<file path="src/rtl/crc_encoder.sv">
// Bit-serial CRC encoder: divides {data, (M-1) zeros} by G one bit per clock and holds
// {data, remainder} under a valid/ready handshake. Optional CRC_ENC_INJECT_EN adds bit-flip injection.
module crc_encoder #(
  parameter int M = 5,
  parameter int K = 10
) (
  input  logic             clk,
  input  logic             reset,
  input  logic             start,
  input  logic [K-1:0]     data_in,
  input  logic [M-1:0]     G,
`ifdef CRC_ENC_INJECT_EN
  input  logic             inj_en,
  input  logic [$clog2(K+M-1)-1:0] inj_pos,
`endif
  output logic             busy,
  output logic             g_err,
  output logic             cw_valid,
  input  logic             cw_ready,
  output logic [K+M-2:0]   codeword,
  output logic [M-2:0]     remainder
);
  localparam int N  = K + M - 1;
  localparam int CW = $clog2(N + 1);

  localparam logic [1:0] S_IDLE  = 2'd0;
  localparam logic [1:0] S_SHIFT = 2'd1;
  localparam logic [1:0] S_HOLD  = 2'd2;

  logic [1:0]    state_reg;
  logic [K-1:0]  data_reg;
  logic [M-2:0]  g_reg;      // G[M-1] is always 1 once accepted, so only the low bits are kept
  logic [M-2:0]  rem_reg;
  logic [N-1:0]  sh_reg;
  logic [CW-1:0] cnt_reg;
  logic          g_err_reg;
  logic [N-1:0]  codeword_reg;
  logic [M-2:0]  remainder_reg;
  logic [M-2:0]  rem_next;
  logic [N-1:0]  flip_mask;

  assign rem_next = {rem_reg[M-3:0], sh_reg[N-1]} ^ (rem_reg[M-2] ? g_reg : '0);

`ifdef CRC_ENC_INJECT_EN
  localparam int PW = $clog2(N);
  logic          inj_en_reg;
  logic [PW-1:0] inj_pos_reg;

  // Positions >= N never match a bit, so no flip happens for them
  for (genvar gi = 0; gi < N; gi++) begin : g_flip
    assign flip_mask[gi] = inj_en_reg && (inj_pos_reg == PW'(gi));
  end

  always_ff @(posedge clk) begin
    if (reset) begin
      inj_en_reg  <= 1'b0;
      inj_pos_reg <= '0;
    end else if (state_reg == S_IDLE && start && G[M-1]) begin
      inj_en_reg  <= inj_en;
      inj_pos_reg <= inj_pos;
    end
  end
`else
  assign flip_mask = '0;
`endif

  always_ff @(posedge clk) begin
    if (reset) begin
      state_reg     <= S_IDLE;
      data_reg      <= '0;
      g_reg         <= '0;
      rem_reg       <= '0;
      sh_reg        <= '0;
      cnt_reg       <= '0;
      g_err_reg     <= 1'b0;
      codeword_reg  <= '0;
      remainder_reg <= '0;
    end else begin
      g_err_reg <= 1'b0;
      case (state_reg)
        S_IDLE: begin
          if (start) begin
            if (G[M-1]) begin
              data_reg  <= data_in;
              g_reg     <= G[M-2:0];
              rem_reg   <= '0;
              sh_reg    <= {data_in, {(M-1){1'b0}}};
              cnt_reg   <= '0;
              state_reg <= S_SHIFT;
            end else begin
              g_err_reg <= 1'b1;
            end
          end
        end
        S_SHIFT: begin
          rem_reg <= rem_next;
          sh_reg  <= sh_reg << 1;
          cnt_reg <= cnt_reg + 1'b1;
          if (cnt_reg == CW'(N - 1)) begin
            codeword_reg  <= {data_reg, rem_next} ^ flip_mask;
            remainder_reg <= rem_next;
            state_reg     <= S_HOLD;
          end
        end
        S_HOLD: begin
          if (cw_ready) state_reg <= S_IDLE;
        end
        default: state_reg <= S_IDLE;
      endcase
    end
  end

  assign busy      = (state_reg == S_SHIFT) || (state_reg == S_HOLD);
  assign cw_valid  = (state_reg == S_HOLD);
  assign g_err     = g_err_reg;
  assign codeword  = codeword_reg;
  assign remainder = remainder_reg;
endmodule

</file>
<file path="config.mk">
export PLATFORM = sky130hd
export DESIGN_NAME = crc_encoder
export DESIGN_NICKNAME = d
export VERILOG_FILES = /design/src/rtl/crc_encoder.sv
export SDC_FILE = /design/constraint.sdc
export NUM_CORES = 1
export LEC_CHECK = 0
export CORE_UTILIZATION = 40
export CTS_CLUSTER_DIAMETER = 40
export DETAILED_ROUTE_END_ITERATION = 10
export PLACE_DENSITY = 0.66
export SLEW_MARGIN = 20
export SYNTH_ARGS = -nofsm -noshare
export SYNTH_HDL_FRONTEND = slang
export SYNTH_SLANG_ARGS = --single-unit
</file>
<file path="constraint.sdc">
create_clock -name clk -period 1.5 [get_ports clk]
set_input_delay 0.3 -clock clk [delete_from_list [all_inputs] [get_ports clk]]
set_output_delay 0.3 -clock clk [all_outputs]
set_load 0.02 [all_outputs]
</file>
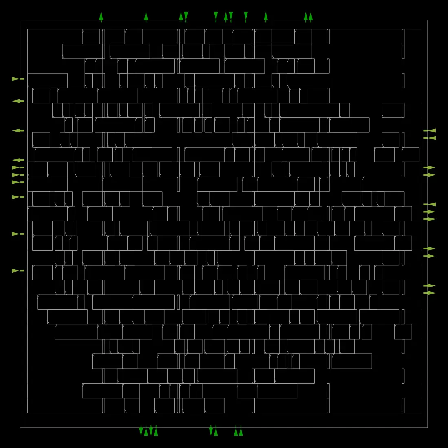
Figure 1: run 1, placed standard cells.
seq_cells: 49
# Taps: 70
core area: 5140 um2
fin util: 0.556

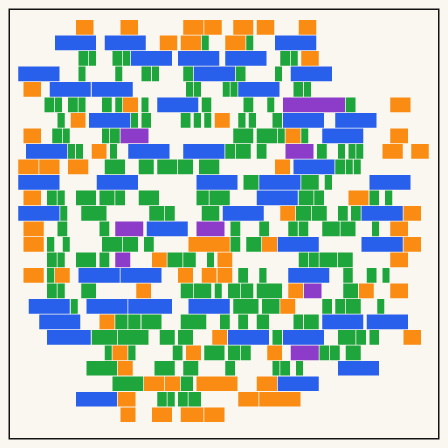
Figure 2: run 1, placed cells, one color a class.
other buffers and delay cells -> orange  # cells 67
all other logic -> green  # cells 180
flip-flops -> blue  # cells 49
clock drivers and dummy loads -> purple  # cells 8
Seq area share: 0.344
Final Cell Area: 2860 um2
# rows: 26

==> flow_metrics.env, run 1 <==
# physical design summary
export IMPL_status="finished, final reports clean"
export IMPL_tns_ns=0
export IMPL_drv_cap=0
export IMPL_die_area_um2=5650
export IMPL_ys_top_cells_by_area="dfxtp_1 (46%), nand2_1 (8.8%), a21oi_1 (7.3%)"
export IMPL_critPathTopFamily="simple AND/OR/NAND/NOR gates"
export IMPL_max_stage_delay_ns=0.50
export IMPL_cts_root_buf="clkbuf_8"
export IMPL_timing_slew_headroom=0.829
export IMPL_clk_pin_slew_ns=0.10
export IMPL_signal_buffers=67
export IMPL_power_leader="registers"
export IMPL_drt_met1_wl_mm=2.18
export IMPL_hpwlAfterDp_mm=3.25
export IMPL_place_congestion=0.761
export IMPL_fill_cells=511
export IMPL_endpoint="cnt_reg[3]"
export IMPL_clock_sinks=49
export IMPL_min_to="codeword[5]"
export IMPL_postSynthSeqShare=0.458
export IMPL_swShare=0.289
export IMPL_die_width_um=75.1
export IMPL_yosysCellCount=253
export IMPL_ys_sh_simple=0.233
export IMPL_min_from="data_reg[1]"
export IMPL_synth_top_cell_by_count="nand2_1"
export IMPL_inv_count=4
export IMPL_rsz0062_at_grt="yes"
export IMPL_pre_cts_ws_ns=-0.158
export IMPL_met3_usage=0.0361
export IMPL_grt_ovfl_total=0
export IMPL_drtPass1Iterations=4
export IMPL_logic_area_um2=1040
export IMPL_mux_share=0.0515
export IMPL_worst_path_stages=5
export IMPL_finalNonFillerCells=374
export IMPL_comb_share=0.365
export IMPL_yosysTopAreaCell="dfxtp_1"
export IMPL_drc_errors=0
export IMPL_r2r_start="state_reg[1]"
export IMPL_antenna_found_initial=0
export IMPL_crit_required_ns=1.73
export IMPL_ys_ff=49
export IMPL_timing_fmax_mhz=680
export IMPL_regArea_um2=983
export IMPL_whs_path_depth=2
export IMPL_synth_area_um2=2140
export IMPL_viasPerCell=5.15
export IMPL_worst_slack_ns=0.0289
export IMPL_cp_startpoint="state_reg[1]"
export IMPL_top_layer_used="met4"
export IMPL_grt_pass1_wl_mm=7.62
export IMPL_netlist_area_leader_share=0.458
export IMPL_route_met3_wl_um=152
export IMPL_crit_type="reg2reg"
export IMPL_whs_ns=0.453
export IMPL_comb_power_mw=0.910
export IMPL_holdBufCountCts=0
export IMPL_tightest_slew_ns=0.254
export IMPL_die_height_um=75.1
export IMPL_hold_viol=0
export IMPL_total_power_mw=3.33
export IMPL_place_inst=365
export IMPL_logic_gate_count=176
export IMPL_common_cells="nand2_1 (50), dfxtp_1 (49), a21oi_1 (31)"
export IMPL_r2r_end="cnt_reg[3]"
export IMPL_ys_chip_area_um2=2140
export IMPL_holdCritPathClass="reg2reg"
export IMPL_clk_share=0.0403
export IMPL_cp_max_fo=7
export IMPL_aoi_share=0.158
export IMPL_fin_skew_ns=0.0106
export IMPL_power_switching_mw=0.963
export IMPL_powerDensity_nw_per_um2=1170
export IMPL_warnings=31
export IMPL_largest_register_ffs=14
export IMPL_worstPathCellList="inv_1, ha_2, a21boi_1, or4b_1, a31oi_1"
export IMPL_fin_nets=328
export IMPL_finalCritPeriodShare=0.981
export IMPL_synthCells=253
export IMPL_ctsLongestPathBuffers=2
export IMPL_track_usage=0.179
export IMPL_most_common_layout_cells="nand2_1 (50), dfxtp_1 (47), a21oi_1 (31), buf_4 (26)"
export IMPL_grtUsageMet2=0.302
export IMPL_grt_max_degree=38
export IMPL_ys_warn_count=0
export IMPL_post_drt_wl_per_cell_um=12.5
export IMPL_p_seq_frac=0.442
export IMPL_portBuffers=39
export IMPL_mostFrequentLayoutCell="nand2_1"
export IMPL_grt_busiest_layer="met2"
export IMPL_cellLeakagePower_nw=1.13
export IMPL_cp_num_buf_inv=1
export IMPL_r2r_slack_ns=0.03
export IMPL_grt_pass1_vias=1721
export IMPL_ir_drop_mv=0.648
export IMPL_cts_tree="yes"
export IMPL_htreeDepth=2
export IMPL_top_logic_kind="simple AND/OR/NAND/NOR gates"
export IMPL_cts_made_buffers=5
export IMPL_ys_types=31
export IMPL_wl_met2_mm=2.28
export IMPL_fin_crit_ns=1.47
export IMPL_ctsResizeCount=31
export IMPL_n_antenna_cell=0
export IMPL_setup_violations=0
export IMPL_power_frac_clock=0.285
export IMPL_ioPinCount=40
export IMPL_placed_area_um2=2740
export IMPL_slew_viol_final=0
export IMPL_r2r_cells=5
export IMPL_ys_sh_adder=0.0351
export IMPL_grtUsageMet1=0.225
export IMPL_endpoint_kind="register"
export IMPL_clk_power_mw=0.949
export IMPL_edf_count=0
export IMPL_ff_type="dfxtp_1"
export IMPL_syn_area_per_cell_um2=8.46
export IMPL_vias=1925
export IMPL_internal_power_mw=2.37
export IMPL_largest_cell_class="multi-input combinational cells"
export IMPL_crit_slowest_cell="or4b_1"
export IMPL_powerSeq_mw=1.47
export IMPL_clockBufferCount=5
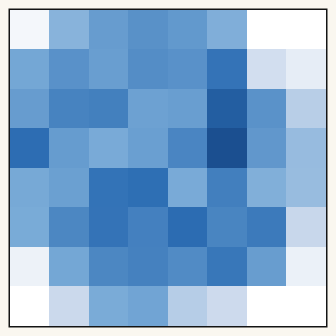
Figure 3: run 1, cell area per tile.
8 x 8 tiles, from white (low) to dark blue (high), 0 to 100% covered.
nearly empty tiles = 7.8%
tiles over 75% full = 6.2%
fullest tile = 87%
mean over tiles = 49%
pre-placement core utilization: 0.416

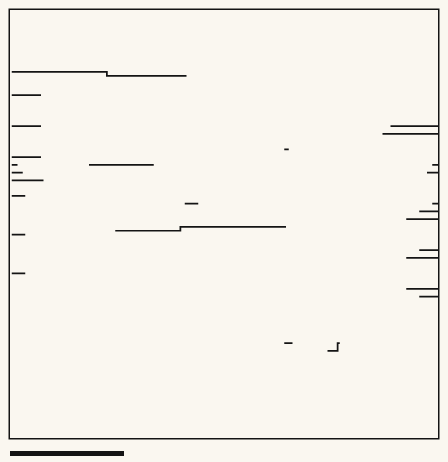
Figure 4: run 1, the metal 3 layer.
Scale bar: 20 um.
main direction = horizontal
longest straight run = 18.4 um
share of all routed wire = 3.3%

--- run 2 (diff from run 1) ---
- GPL_TIMING_DRIVEN: default -> 0
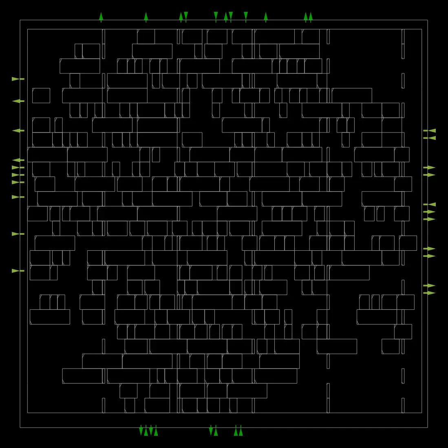
Figure 5: run 2, placed standard cells.
fill cell count: 508
non-filler instance count after layout: 372
Seq area share: 0.349
fin util: 0.548

==> run 2 against run 1 <==
  * Critical path depth is the same
  * First-iteration DRC count down 6.3%
  * Combinational power up 3.0%
  * Highest routed layer unchanged
  * Clock skew is 0.0051 ns lower
  * Synthesized area is the same
  * Clock power down 17%
  * Largest power group unchanged
  * Register-to-register slack hardly changed
==> flow_metrics.env, run 2 <==
# physical design summary
export IMPL_status="finished, final reports clean"
export IMPL_crit_type="reg2reg"
export IMPL_clk_share=0.0311
export IMPL_holdCritPathClass="in2reg"
export IMPL_holdBufCountCts=0
export IMPL_setup_violations=0
export IMPL_cts_tree="yes"
export IMPL_whs_path_depth=2
export IMPL_whs_ns=0.349
export IMPL_postSynthSeqShare=0.458
export IMPL_ys_warn_count=0
export IMPL_grt_busiest_layer="met2"
export IMPL_ys_ff=49
export IMPL_cts_root_buf="clkbuf_8"
export IMPL_swShare=0.321
export IMPL_std_cell_rows=26
export IMPL_r2r_slack_ns=0.02
export IMPL_largest_cell_class="multi-input combinational cells"
export IMPL_logic_gate_count=176
export IMPL_design_seq_count=49
export IMPL_ir_drop_mv=0.559
export IMPL_mux_share=0.0515
export IMPL_post_drt_wl_per_cell_um=14.3
export IMPL_clk_power_mw=0.791
export IMPL_powerDensity_nw_per_um2=1140
export IMPL_max_stage_delay_ns=0.50
export IMPL_critPathTopFamily="simple AND/OR/NAND/NOR gates"
export IMPL_worstPathCellList="inv_2, ha_4, a21boi_4, or4b_1, a31oi_1"
export IMPL_tap_cells=70
export IMPL_power_frac_clock=0.246
export IMPL_die_height_um=75.1
export IMPL_crit_slowest_cell="or4b_1"
export IMPL_warnings=31
export IMPL_r2r_start="state_reg[0]"
export IMPL_tightest_slew_ns=0.579
export IMPL_portBuffers=38
export IMPL_ff_type="dfxtp_1"
export IMPL_met3_usage=0.0442
export IMPL_ioPinCount=40
export IMPL_htreeDepth=2
export IMPL_synthCells=253
export IMPL_endpoint="cnt_reg[3]"
export IMPL_grt_pass1_wl_mm=8.21
export IMPL_placed_area_um2=2610
export IMPL_final_area_um2=2820
export IMPL_ys_sh_simple=0.233
export IMPL_cts_made_buffers=5
export IMPL_place_congestion=0.746
export IMPL_wl_met2_mm=2.63
export IMPL_signal_buffers=65
export IMPL_drt_met1_wl_mm=2.46
export IMPL_clock_sinks=49
export IMPL_fin_crit_ns=1.48
export IMPL_cp_max_fo=7
export IMPL_ys_chip_area_um2=2140
export IMPL_grtUsageMet2=0.338
export IMPL_timing_fmax_mhz=676
export IMPL_aoi_share=0.158
export IMPL_grt_ovfl_total=0
export IMPL_cp_num_buf_inv=1
export IMPL_core_area_um2=5140
export IMPL_comb_power_mw=0.937
export IMPL_worst_path_stages=5
export IMPL_logic_area_um2=1100
export IMPL_most_common_layout_cells="nand2_1 (49), dfxtp_1 (47), a21oi_1 (31), dlygate4sd2_1 (19), nor3_1 (18)"
export IMPL_yosysCellCount=253
export IMPL_mostFrequentLayoutCell="nand2_1"
export IMPL_fp_util=0.416
export IMPL_min_to="g_err"
export IMPL_ys_sh_adder=0.0351
export IMPL_r2r_end="cnt_reg[3]"
export IMPL_place_inst=361
export IMPL_largest_register_ffs=14
export IMPL_endpoint_kind="register"
export IMPL_ys_top_cells_by_area="dfxtp_1 (46%), nand2_1 (8.8%), a21oi_1 (7.3%)"
export IMPL_slew_viol_final=0
export IMPL_crit_required_ns=1.74
export IMPL_top_logic_kind="simple AND/OR/NAND/NOR gates"
export IMPL_pre_cts_ws_ns=-0.312
export IMPL_route_met3_wl_um=195
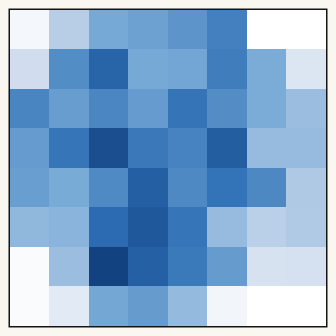
Figure 6: run 2, cell area per tile.
8 x 8 tiles, from white (low) to dark blue (high), 0 to 100% covered.
fullest tile = 93%
nearly empty tiles = 6.2%
tiles over 75% full = 13%
densest ninth of the die = middle
emptiest ninth of the die = bottom right
mean over tiles = 48%

Power figures rest on the tool's default switching activity, not on a simulated workload.
